==> src/rtl/regfile_2r1w_clr.sv <==
// Two-read / one-write register file with hardwired constant addresses,
// a write-first bypass and a sequenced clear sweep over the writable registers.
module regfile_2r1w_clr #(
  parameter int SELECT_WIDTH = 4,
  parameter int REG_WIDTH    = 8,
  parameter int NUM_REGS     = 4
) (
  input  logic                    i_clk,
  input  logic                    i_rst,
  input  logic                    i_wrEn,
  input  logic [SELECT_WIDTH-1:0] i_wrSel,
  input  logic [REG_WIDTH-1:0]    i_wrData,
  input  logic [SELECT_WIDTH-1:0] i_rdSelA,
  input  logic [SELECT_WIDTH-1:0] i_rdSelB,
  output logic [REG_WIDTH-1:0]    o_rdDataA,
  output logic [REG_WIDTH-1:0]    o_rdDataB,
  input  logic                    i_clrReq,
  output logic                    o_busy,
  output logic                    o_wrDrop
);

  localparam int IDX_W = (NUM_REGS > 1) ? $clog2(NUM_REGS) : 1;
  localparam int LOW_W = SELECT_WIDTH - 1;

  typedef enum logic {IDLE, CLEAR} state_t;

  state_t               state, state_next;
  logic [IDX_W-1:0]     idx, idx_next;
  logic [REG_WIDTH-1:0] regs [NUM_REGS];
  logic                 wr_accept;
  logic [REG_WIDTH-1:0] rd_next_a, rd_next_b;

  assign wr_accept = i_wrEn && (state == IDLE) && !i_wrSel[SELECT_WIDTH-1] &&
                     (int'(i_wrSel[LOW_W-1:0]) < NUM_REGS);

  // Write-first: an accepted write to the selected address wins over storage.
  function automatic logic [REG_WIDTH-1:0] read_sel(input logic [SELECT_WIDTH-1:0] sel);
    logic [REG_WIDTH-1:0] val;
    val = '0;
    if (wr_accept && (i_wrSel == sel)) begin
      val = i_wrData;
    end else if (sel[SELECT_WIDTH-1]) begin
      case (sel[LOW_W-1:0])
        LOW_W'(1): val = REG_WIDTH'(1);
        LOW_W'(2): val = '1;
        default:   val = '0;
      endcase
    end else begin
      for (int i = 0; i < NUM_REGS; i++) begin
        if (sel[LOW_W-1:0] == LOW_W'(i)) val = regs[i];
      end
    end
    return val;
  endfunction

  always_comb begin
    rd_next_a = read_sel(i_rdSelA);
    rd_next_b = read_sel(i_rdSelB);
  end

  // NOTE: every always_comb output gets a default first so no path leaves it unassigned (no latch).
  always_comb begin
    state_next = state;
    idx_next   = idx;
    case (state)
      IDLE: begin
        if (i_clrReq) begin
          state_next = CLEAR;
          idx_next   = '0;
        end
      end
      CLEAR: begin
        if (idx == IDX_W'(NUM_REGS - 1)) begin
          state_next = IDLE;
          idx_next   = '0;
        end else begin
          idx_next = idx + IDX_W'(1);
        end
      end
      default: begin
        state_next = IDLE;
        idx_next   = '0;
      end
    endcase
  end

  // NOTE: sequential state uses non-blocking assignments so all flops update from pre-edge values.
  always_ff @(posedge i_clk) begin
    if (i_rst) begin
      state     <= IDLE;
      idx       <= '0;
      o_rdDataA <= '0;
      o_rdDataB <= '0;
      o_wrDrop  <= 1'b0;
    end else begin
      state     <= state_next;
      idx       <= idx_next;
      o_rdDataA <= rd_next_a;
      o_rdDataB <= rd_next_b;
      o_wrDrop  <= i_wrEn && !wr_accept;
    end
  end

  // NOTE: the storage array is reset because reset must leave every register reading zero.
  always_ff @(posedge i_clk) begin
    if (i_rst) begin
      for (int i = 0; i < NUM_REGS; i++) regs[i] <= '0;
    end else begin
      for (int i = 0; i < NUM_REGS; i++) begin
        if ((state == CLEAR) && (idx == IDX_W'(i))) begin
          regs[i] <= '0;
        end else if (wr_accept && (i_wrSel[LOW_W-1:0] == LOW_W'(i))) begin
          regs[i] <= i_wrData;
        end
      end
    end
  end

  assign o_busy = (state == CLEAR);

endmodule
==> config.mk <==
export PLATFORM = sky130hd
export DESIGN_NAME = regfile_2r1w_clr
export DESIGN_NICKNAME = d
export VERILOG_FILES = /design/src/rtl/regfile_2r1w_clr.sv
export SDC_FILE = /design/constraint.sdc
export NUM_CORES = 1
export LEC_CHECK = 0
export CAP_MARGIN = 40
export CELL_PAD_IN_SITES_DETAIL_PLACEMENT = 1
export CELL_PAD_IN_SITES_GLOBAL_PLACEMENT = 2
export CORE_MARGIN = 2
export CORE_UTILIZATION = 33
export CTS_CLUSTER_DIAMETER = 30
export DETAILED_ROUTE_END_ITERATION = 16
export GPL_TIMING_DRIVEN = 0
export PLACE_DENSITY_LB_ADDON = 0.05
export SKIP_CTS_REPAIR_TIMING = 1
export SLEW_MARGIN = 20
export SYNTH_ARGS = -nofsm -noshare
export SYNTH_HDL_FRONTEND = slang
export SYNTH_SLANG_ARGS = --single-unit
==> constraint.sdc <==
create_clock -name i_clk -period 2.71 [get_ports i_clk]
set_input_delay 0.542 -clock i_clk [delete_from_list [all_inputs] [get_ports i_clk]]
set_output_delay 0.542 -clock i_clk [all_outputs]
set_load 0.02 [all_outputs]
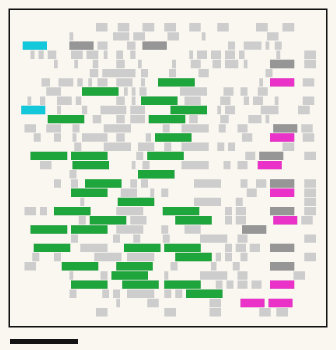
(sequential cells grouped by signal name)
The bar under the picture is 20 um long.
Magenta shows o_rdDataB, flops 8. Cyan shows idx, flops 2. Green shows regs, flops 32.
Another 10 sequential cells are not colored.
Final Core Density: 0.4360
seq pwr: 0.000894 W
sequential cell area share: 0.4040
register area: 1361 um^2

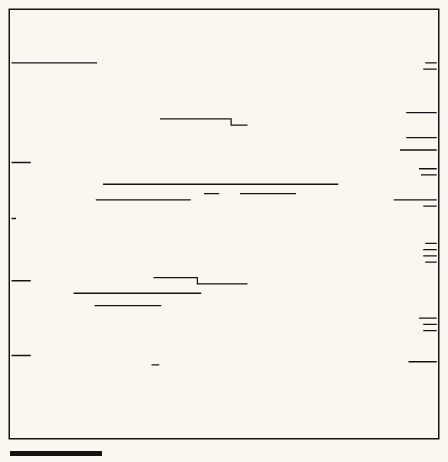
(the metal 3 layer)
The bar under the picture is 20 um long.
28 nets have wire on it. The longest straight run is 51.1 um. The wires run mostly horizontal.

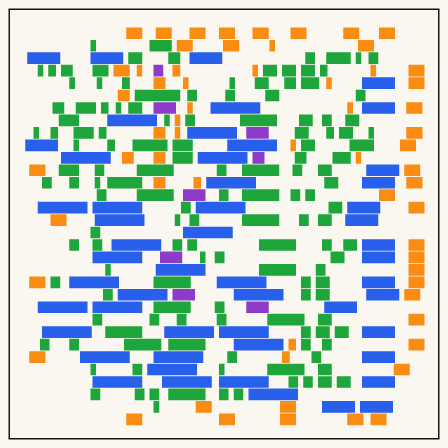
(placed cells, one color a class)
Orange shows remaining buffers and delay cells, cells 62, share of their area 16%. Blue shows sequential cells, cells 52, share of their area 42%. Green shows combinational and other logic, cells 139, share of their area 39%. Purple shows clock drivers and dummy loads, cells 8, share of their area 3.0%.

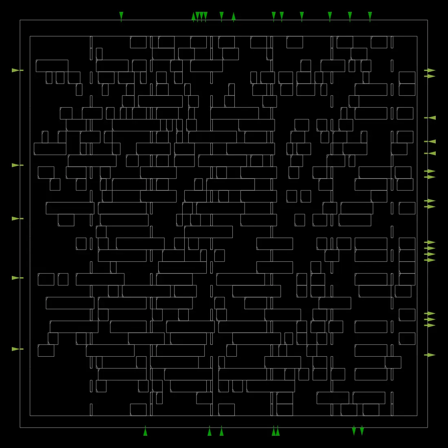
(placed standard cells)
row cnt: 32
area of the core: 7727 um^2

==> results_dict.tcl <==
# metrics dict for downstream scripts
set metrics [dict create \
    status "complete, no violations" \
    die_h_um 93.49 \
    setup_tns_ns 0 \
    grt.overflow.total 0 \
    hold_path_depth 3 \
    postLayoutCellArea_um2 3369 \
    top_cell "edfxtp_1" \
    endpoint "regs[0][6]$_SDFFCE_PN0P_" \
    diodes 0 \
    numCtsBuffers 5 \
    netlist_instances 206 \
    clk_latency_ns 0.32 \
    die_w_um 93.49 \
    area_leaders "edfxtp_1, dfxtp_1, mux4_2, and2_1, a221oi_1" \
    final-setup-viol-count 0 \
    routabilityCongestion 0.7541 \
    synth_nets 234 \
    final_layout_top_logic_cells "clkdlybuf4s50_1, edfxtp_1, and2_1, dfxtp_1, mux4_2" \
    ys_sh_adder 0.01894 \
    design_power_total_w 0.001652 \
    dp_slack_ns -0.4761 \
    postSynthSeqShare 0.5152 \
    worst_slew_pin_slew_ns 0.8471 \
    ys_ff 52 \
    m1WireLength_mm 3.339 \
    r2r_end "regs[0][6]$_SDFFCE_PN0P_" \
    ys_top_cells_by_count "edfxtp_1, and2_1, dfxtp_1, mux4_2, nand2b_1" \
    met1_usage 0.2408 \
    yosys.area_share.aoi 0.09612 \
    ys_cells 206 \
    io_pins 42 \
    clock_net_power_w 0.000487 \
    edf_count 32 \
    path_delay_family "buffers and inverters" \
    gr-usage-all-layers 0.1687 \
    postPlaceCellArea_um2 3226 \
    drt-initial-drc-count 88 \
    holdCritStartpoint "idx[0]$_SDFFE_PP0P_" \
    top_area_cell "edfxtp_1" \
    drv_cap 0 \
    max_freq_mhz 385.2 \
    avgSynthCellArea_um2 12.83 \
    clkTransAtPathRegs_ns 0.10 \
    slowest_stage "or4b_4" \
    synth_xor_xnor_area_share 0.01989 \
    worstPathArrival_ns 2.63 \
    r2r_start "o_busy$_SDFF_PP0_" \
    cp_num_buf_inv 4 \
    wl_per_cell_um 19.33 \
    syn2layout_area_growth_pct 27.51 \
    avgViaCountPerCell 5.105 \
    dominantRegCellSynth "edfxtp_1" \
    fp_util 0.3420 \
    path_depth 6 \
    cp-end-kind "register" \
    synthSimpleGateAreaFrac 0.1700 \
    fin_nets 288 \
    place_hpwl_mm 5.188 \
    clockBufferDepth 2 \
    async_flop_share 0 \
    hold_violations 0 \
    wl_met2_mm 3.339 \
    yosysWarnings 0 \
    detail-route-antenna-nets 0 \
    switching_share 0.2655 \
    lay_top_count "clkdlybuf4s50_1" \
    met3_usage 0.02659 \
    power_density_nw_per_um2 490.3 \
    clockPowerShare 0.295 \
    seqPwrFrac 0.541 \
    cts_num_sinks 52 \
    criticalPathCategory "in2reg" \
    worstPathMaxFanout 10 \
    p_int_w 0.001214 \
    clock_skew_ns 0.01007 \
    ir_worst_vdd_mv 0.1694 \
    grt_pass1_vias 1911 \
    cts_tree "yes" \
    yosysUniqueCellTypes 30 \
    die_area_um2 8739 \
    power.switching_w 0.0004387 \
    layout-drive-gt1-share 0.1686 \
    io_buffer_count 40 \
    top_layer_used "met4" \
    drc_errors 0 \
    slew_headroom 0.4306 \
    mux_share 0.1402 \
    grt_max_degree 17 \
    routed_wirelength_mm 7.016 \
    holdWs_ns 0.6508 \
    ctsRootBufferMaster "clkbuf_8" \
    finalCriticalPeriod_ns 2.596 \
    path_cells "clkdlybuf4s50_1 > or4b_4 > buf_2 > buf_1 > o31ai_4 > buf_4" \
    top_cell_area_share 0.3636 \
    powerComb_w 0.000271 \
    grt_pass1_wl_mm 10.97 \
    reg2reg_depth 5 \
    startpoint_type "input pin" \
    antenna_found_initial 0 \
    worst_slack_ns 0.1138 \
    cp_slowest_stage_delay_ns 0.52 \
    busiest_layer "met2" \
    dr_wl_met3_um 271 \
    use_met2 0.2710 \
    cp.required_ns 2.74 \
    comb_power_share 0.164 \
    syn-cell-area_um2 2643 \
    maxSlewViolCount 0 \
    reg2reg_setup_slack_ns 0.38 \
    dr_total_vias 1853 \
    whs_endpoint "idx[0]$_SDFFE_PP0P_" \
    synthTopLogicFamily "simple AND/OR/NAND/NOR gates" \
    dp_cells 351 \
    rsz0062_at_grt "no" \
    log.warning_count 29 \
    largestPowerGroup "registers" \
    ys_area_um2 2643 \
    htreeDepth 2 \
    instances_no_fill 363 \
    first_pass_iters 4 \
    startpoint "i_wrEn" \
]
[tightest hold or removal path: stages (launching register included)]
cell,delay (ns)
dfxtp_1,0.36
inv_1,0.12
a21oi_1,0.07
nor2_1,0.07
[state kept, by name, summed over array words and instances (netlist names)]
name,cells
idx,2
o_busy,1
o_rdDataA,8
o_rdDataB,8
o_wrDrop,1
regs,32
[area by class of cell]
cell class | count | area [um^2]
buffer | 15 | 60.06
clock buffer | 6 | 82.58
clock inverter | 2 | 13.76
fill | 824 | 4358
inverter | 12 | 45.04
multi-input combinational | 127 | 1229
sequential | 52 | 1361
tap | 102 | 127.6
timing repair buffer | 47 | 450.4
Power is estimated from default activity; no workload was simulated.
